--- src/rtl/serial_alu_seq_if.sv ---
// Operation request/response bus between execute-stage control and the
// bit-serial ALU sequencer: start/ready handshake, operands, op code,
// and the assembled result with flags and a one-cycle done pulse.
interface serial_alu_seq_if #(
    parameter int unsigned WIDTH = 32
);
    logic             start_i;
    logic             ready_o;
    logic [WIDTH-1:0] src1_i;
    logic [WIDTH-1:0] src2_i;
    logic [3:0]       ctrl_i;
    logic [WIDTH-1:0] result_o;
    logic             zero_o;
    logic             cout_o;
    logic             overflow_o;
    logic             done_o;

    // Requesting side (pipeline control)
    modport master (
        output start_i, src1_i, src2_i, ctrl_i,
        input  ready_o, result_o, zero_o, cout_o, overflow_o, done_o
    );

    // Sequencer side
    modport slave (
        input  start_i, src1_i, src2_i, ctrl_i,
        output ready_o, result_o, zero_o, cout_o, overflow_o, done_o
    );
endinterface

--- src/rtl/serial_alu_seq.sv ---
// Bit-serial ALU sequencer: drives an external 1-bit ALU slice LSB-first
// over WIDTH cycles and assembles the result word and flags.
// Optional feature macro: SERIAL_ALU_SLT_EN enables the two-pass SLT
// sequence (SUB pass followed by an SLTSET pass); without it, SLT is
// treated as an unsupported op code.
module serial_alu_seq #(
    parameter int unsigned WIDTH = 32
) (
    input  logic                 clk_i,
    input  logic                 rst_i,
    serial_alu_seq_if.slave      bus,
    output logic                 sl_a_o,
    output logic                 sl_b_o,
    output logic                 sl_inva_o,
    output logic                 sl_invb_o,
    output logic                 sl_null_o,
    output logic [1:0]           sl_op_o,
    output logic                 sl_cin_o,
    output logic                 sl_less_o,
    input  logic                 sl_res_i,
    input  logic                 sl_cout_i
);

    localparam int unsigned KW = $clog2(WIDTH);

    localparam logic [3:0] OP_AND = 4'b0000;
    localparam logic [3:0] OP_OR  = 4'b0001;
    localparam logic [3:0] OP_ADD = 4'b0010;
    localparam logic [3:0] OP_SUB = 4'b0110;
    localparam logic [3:0] OP_NOR = 4'b1100;
`ifdef SERIAL_ALU_SLT_EN
    localparam logic [3:0] OP_SLT = 4'b0111;
`endif

    typedef enum logic [1:0] {
        S_IDLE   = 2'd0,
        S_RUN    = 2'd1,
`ifdef SERIAL_ALU_SLT_EN
        S_SLTSET = 2'd2,
`endif
        S_DONE   = 2'd3
    } state_t;

    state_t           state_q, state_d;
    logic [KW-1:0]    k_q;
    logic             c_q;
    logic [WIDTH-1:0] res_q;
    logic [WIDTH-1:0] res_next;
    logic [WIDTH-1:0] src1_q, src2_q;
    logic [3:0]       ctrl_q;
`ifdef SERIAL_ALU_SLT_EN
    logic             set_q;
`endif
    logic             first_bit, last_bit;
    logic             is_add, is_sub, is_arith;

    assign first_bit = (k_q == '0);
    assign last_bit  = (k_q == KW'(WIDTH - 1));
    assign res_next  = {sl_res_i, res_q[WIDTH-1:1]};

    // Op-code classification of the latched control
    always_comb begin
        is_add = (ctrl_q == OP_ADD);
`ifdef SERIAL_ALU_SLT_EN
        is_sub = (ctrl_q == OP_SUB) || (ctrl_q == OP_SLT);
`else
        is_sub = (ctrl_q == OP_SUB);
`endif
        is_arith = is_add | is_sub;
    end

    // State register
    always_ff @(posedge clk_i) begin
        if (!rst_i) state_q <= S_IDLE;
        else        state_q <= state_d;
    end

    // Next-state logic
    always_comb begin
        state_d = state_q;
        case (state_q)
            S_IDLE: if (bus.start_i) state_d = S_RUN;
            S_RUN: begin
                if (last_bit) begin
`ifdef SERIAL_ALU_SLT_EN
                    state_d = (ctrl_q == OP_SLT) ? S_SLTSET : S_DONE;
`else
                    state_d = S_DONE;
`endif
                end
            end
`ifdef SERIAL_ALU_SLT_EN
            S_SLTSET: if (last_bit) state_d = S_DONE;
`endif
            S_DONE:  state_d = S_IDLE;
            default: state_d = S_IDLE;
        endcase
    end

    // Handshake and slice drive decoded from state and latched op
    always_comb begin
        bus.ready_o = (state_q == S_IDLE);
        bus.done_o  = (state_q == S_DONE);
        sl_a_o      = 1'b0;
        sl_b_o      = 1'b0;
        sl_inva_o   = 1'b0;
        sl_invb_o   = 1'b0;
        sl_null_o   = 1'b0;
        sl_op_o     = 2'b00;
        sl_cin_o    = 1'b0;
        sl_less_o   = 1'b0;
        case (state_q)
            S_RUN: begin
                sl_a_o = src1_q[k_q];
                sl_b_o = src2_q[k_q];
                if (is_add) begin
                    sl_op_o  = 2'b10;
                    sl_cin_o = first_bit ? 1'b0 : c_q;
                end else if (is_sub) begin
                    sl_op_o   = 2'b10;
                    sl_invb_o = 1'b1;
                    sl_cin_o  = first_bit ? 1'b1 : c_q;
                end else begin
                    case (ctrl_q)
                        OP_AND: sl_op_o = 2'b00;
                        OP_OR:  sl_op_o = 2'b01;
                        // Slice AND path ignores inversion, so invert here
                        OP_NOR: begin
                            sl_op_o = 2'b00;
                            sl_a_o  = ~src1_q[k_q];
                            sl_b_o  = ~src2_q[k_q];
                        end
                        default: begin
                            sl_op_o   = 2'b11;
                            sl_less_o = 1'b0;
                        end
                    endcase
                end
            end
`ifdef SERIAL_ALU_SLT_EN
            S_SLTSET: begin
                sl_op_o   = 2'b11;
                sl_less_o = first_bit ? set_q : 1'b0;
            end
`endif
            default: ;
        endcase
    end

    // Operand latch, bit counter, carry chain and result assembly
    always_ff @(posedge clk_i) begin
        if (!rst_i) begin
            k_q            <= '0;
            c_q            <= 1'b0;
            res_q          <= '0;
            src1_q         <= '0;
            src2_q         <= '0;
            ctrl_q         <= '0;
`ifdef SERIAL_ALU_SLT_EN
            set_q          <= 1'b0;
`endif
            bus.result_o   <= '0;
            bus.zero_o     <= 1'b0;
            bus.cout_o     <= 1'b0;
            bus.overflow_o <= 1'b0;
        end else begin
            case (state_q)
                S_IDLE: begin
                    if (bus.start_i) begin
                        src1_q <= bus.src1_i;
                        src2_q <= bus.src2_i;
                        ctrl_q <= bus.ctrl_i;
                        k_q    <= '0;
                        c_q    <= 1'b0;
                    end
                end
                S_RUN: begin
                    res_q <= res_next;
                    k_q   <= last_bit ? '0 : k_q + KW'(1);
                    if (is_arith) c_q <= sl_cout_i;
                    if (last_bit) begin
`ifdef SERIAL_ALU_SLT_EN
                        // Sign of a-b corrected for overflow seeds the SLT pass
                        set_q <= sl_res_i ^ c_q ^ sl_cout_i;
                        if (ctrl_q != OP_SLT) begin
`else
                        begin
`endif
                            bus.result_o   <= res_next;
                            bus.zero_o     <= (res_next == '0);
                            bus.cout_o     <= is_arith ? sl_cout_i : 1'b0;
                            bus.overflow_o <= is_arith ? (c_q ^ sl_cout_i) : 1'b0;
                        end
                    end
                end
`ifdef SERIAL_ALU_SLT_EN
                S_SLTSET: begin
                    res_q <= res_next;
                    k_q   <= last_bit ? '0 : k_q + KW'(1);
                    if (last_bit) begin
                        bus.result_o   <= res_next;
                        bus.zero_o     <= (res_next == '0);
                        bus.cout_o     <= 1'b0;
                        bus.overflow_o <= 1'b0;
                    end
                end
`endif
                default: ;
            endcase
        end
    end

endmodule

--- src/flat_wrapper.sv ---
// flat-port wrapper written by rule: the top's interface ports become plain ports
module serial_alu_seq_flat 
#(
    parameter int unsigned WIDTH = 32
)
  (clk_i, rst_i, sl_a_o, sl_b_o, sl_inva_o, sl_invb_o, sl_null_o, sl_op_o, sl_cin_o, sl_less_o, sl_res_i, sl_cout_i, bus_start_i, bus_src1_i, bus_src2_i, bus_ctrl_i, bus_ready_o, bus_result_o, bus_zero_o, bus_cout_o, bus_overflow_o, bus_done_o);
  serial_alu_seq_if #(.WIDTH(WIDTH)) bus_i ();
  input  logic clk_i;
  input  logic rst_i;
  output logic sl_a_o;
  output logic sl_b_o;
  output logic sl_inva_o;
  output logic sl_invb_o;
  output logic sl_null_o;
  output logic [1:0] sl_op_o;
  output logic sl_cin_o;
  output logic sl_less_o;
  input  logic sl_res_i;
  input  logic sl_cout_i;
  input wire logic [$bits(bus_i.start_i)-1:0] bus_start_i;
  input wire logic [$bits(bus_i.src1_i)-1:0] bus_src1_i;
  input wire logic [$bits(bus_i.src2_i)-1:0] bus_src2_i;
  input wire logic [$bits(bus_i.ctrl_i)-1:0] bus_ctrl_i;
  output wire logic [$bits(bus_i.ready_o)-1:0] bus_ready_o;
  output wire logic [$bits(bus_i.result_o)-1:0] bus_result_o;
  output wire logic [$bits(bus_i.zero_o)-1:0] bus_zero_o;
  output wire logic [$bits(bus_i.cout_o)-1:0] bus_cout_o;
  output wire logic [$bits(bus_i.overflow_o)-1:0] bus_overflow_o;
  output wire logic [$bits(bus_i.done_o)-1:0] bus_done_o;
  assign bus_i.start_i = bus_start_i;
  assign bus_i.src1_i = bus_src1_i;
  assign bus_i.src2_i = bus_src2_i;
  assign bus_i.ctrl_i = bus_ctrl_i;
  assign bus_ready_o = bus_i.ready_o;
  assign bus_result_o = bus_i.result_o;
  assign bus_zero_o = bus_i.zero_o;
  assign bus_cout_o = bus_i.cout_o;
  assign bus_overflow_o = bus_i.overflow_o;
  assign bus_done_o = bus_i.done_o;
  serial_alu_seq #(.WIDTH(WIDTH)) u_core (.clk_i(clk_i), .rst_i(rst_i), .bus(bus_i), .sl_a_o(sl_a_o), .sl_b_o(sl_b_o), .sl_inva_o(sl_inva_o), .sl_invb_o(sl_invb_o), .sl_null_o(sl_null_o), .sl_op_o(sl_op_o), .sl_cin_o(sl_cin_o), .sl_less_o(sl_less_o), .sl_res_i(sl_res_i), .sl_cout_i(sl_cout_i));
endmodule
--- config.mk ---
export PLATFORM = sky130hd
export DESIGN_NAME = serial_alu_seq_flat
export DESIGN_NICKNAME = d
export VERILOG_FILES = /design/src/rtl/serial_alu_seq_if.sv /design/src/rtl/serial_alu_seq.sv /design/src/flat_wrapper.sv
export SDC_FILE = /design/constraint.sdc
export NUM_CORES = 1
export LEC_CHECK = 0
export CAP_MARGIN = 20
export CORE_AREA = 2 2 123 95
export CTS_BUF_LIST = sky130_fd_sc_hd__clkbuf_2
export CTS_CLUSTER_SIZE = 24
export DETAILED_ROUTE_END_ITERATION = 16
export DIE_AREA = 0 0 125 97
export HOLD_SLACK_MARGIN = 0.05
export PLACE_DENSITY = 0.83
export SETUP_SLACK_MARGIN = 0.02
export SLEW_MARGIN = 20
export SYNTH_ARGS = -nofsm -noshare
export SYNTH_HDL_FRONTEND = slang
export SYNTH_SLANG_ARGS = --single-unit
--- constraint.sdc ---
create_clock -name clk_i -period 2.51 [get_ports clk_i]
set_input_delay 0.251 -clock clk_i [delete_from_list [all_inputs] [get_ports clk_i]]
set_output_delay 0.251 -clock clk_i [all_outputs]
set_load 0.005 [all_outputs]
==> ci_impl_report.md <==
### Metrics collected by this job

| Metric | Value |
|---|---|
| Outcome | finished, violations left |
| Failing checks | negative setup slack |
| Sequential area share after synthesis | 49.7% |
| Via density | 5.59 |
| DP HPWL | 10500 um |
| Synth cell count leaders | nand2_1 (266), dfxtp_1 (142), a21oi_1 (138) |
| CTS tree | yes |
| Die Y | 97 um |
| Yosys reg bits | 142 |
| Max-cap check violation count | 0 |
| Cell type with the largest total area after synthesis | dfxtp_1 |
| Final worst slack | -0.321 ns |
| IO Pins | 119 |
| Global-route wire length before repair | 25500 um |
| Async SR Flop Fraction | 0% |
| Least-Margin Pin Slew | 0.576 ns |
| Final setup fails | 2 |
| Flop count | 142 |
| Worst R2R End | u_core.bus.result_o[20] |
| YS chip area | 0.00572 sq mm |
worst max-delay path by stage:
stage / startpoint / end / cells after the start / slack (ns)
after detailed placement: u_core.k_q[0] / sl_a_o / 7 / -0.03
final: u_core.k_q[0] / sl_b_o / 7 / -0.32
after global routing: u_core.k_q[0] / sl_b_o / 7 / -0.43
after CTS: u_core.k_q[0] / sl_b_o / 7 / -0.32
after floorplan: u_core.k_q[2] / u_core.bus.result_o[10] / 10 / 0.62
after global placement: u_core.k_q[0] / sl_a_o / 7 / 0.04
stage by stage:
stage               area [sq um]  TNS, ns
global placement            7010        0
finish                      7700   -0.588
floorplan                   5730        0
detailed placement          7010  -0.0548
CTS                         7540   -0.881
global route                7700   -0.813
metal layers:
layer / GRT usage (%) / routed length, um
met5: 0 / 0
met4: 10.0 / 500
met2: 42.1 / 7750
met1: 33.9 / 6810
met3: 6.97 / 1350
power groups by stage:
stage	Clock, mW	Sequential, mW	Combinational, mW
final	1.15	2.38	0.514
after global routing	1.25	2.38	0.553
after CTS	1.15	2.37	0.474
after detailed placement	0	2.41	0.426
after global placement	0	2.41	0.414
after floorplan	0	2.39	0.237
cell families (layout without fill, tap and decap cells):
kind of cell    Yosys count  after routing
simple gates            320            320
compound gates          155            155
flops                   142            142
buf+inv                  59            212
mux                      23             23
fa+ha+maj                 3              3
xor+xnor                  2              2
other cells               1              3
registers in the layout, summed over array words and instances (netlist names):
register               flops
u_core.bus.cout_o          1
u_core.bus.overflow_o      1
u_core.bus.result_o       32
u_core.bus.zero_o          1
u_core.c_q                 1
u_core.ctrl_q              4
u_core.k_q                 5
u_core.res_q              31
u_core.src1_q             32
u_core.src2_q             32
u_core.state_q             2
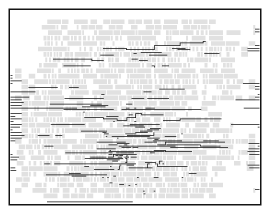
Figure 1: M3 wires.
(2 px per um) Cells faint in the background.
share of all routed wire: 8.2%
wire length on this layer: 1350 um
longest straight run: 42.5 um
main direction: horizontal

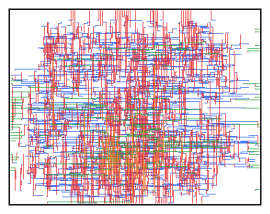
Figure 2: metal layers overlaid.
(2 px per um)
legend:
  green:
    layer: metal 3
    wire_length: 1350 um
  blue:
    layer: metal 1
    wire_length: 6810 um
  red:
    layer: metal 2
    wire_length: 7750 um
  orange:
    layer: metal 4
    wire_length: 501 um

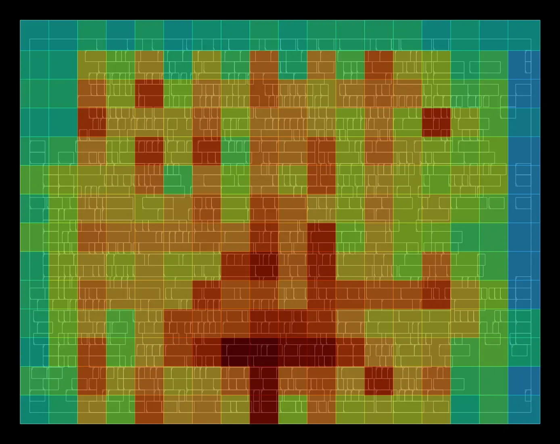
Figure 3: track usage over the die.
Core Util, Final: 71.2%
Overall Global Routing Usage: 26.2%

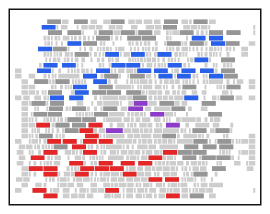
Figure 4: where the registers sit.
(2 px per um)
legend:
  blue:
    netlist_name: u_core.res_q
    placed_flops: 31
  red:
    netlist_name: u_core.src1_q
    placed_flops: 32
  purple:
    netlist_name: u_core.k_q
    placed_flops: 5
    where: center

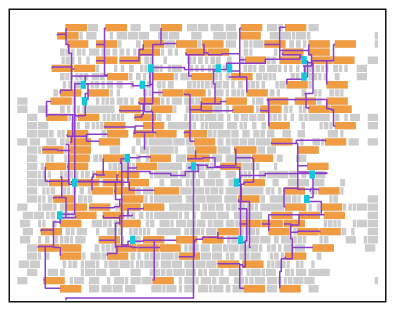
Figure 5: clock distribution.
(3 px per um)
legend:
  cyan:
    item: clock drivers
    count: 17
  orange:
    item: flip-flops
    count: 142
  purple:
    item: clock wires
    length: 1540 um
routed clock nets: 18

Power figures rest on the tool's default switching activity, not on a simulated workload.
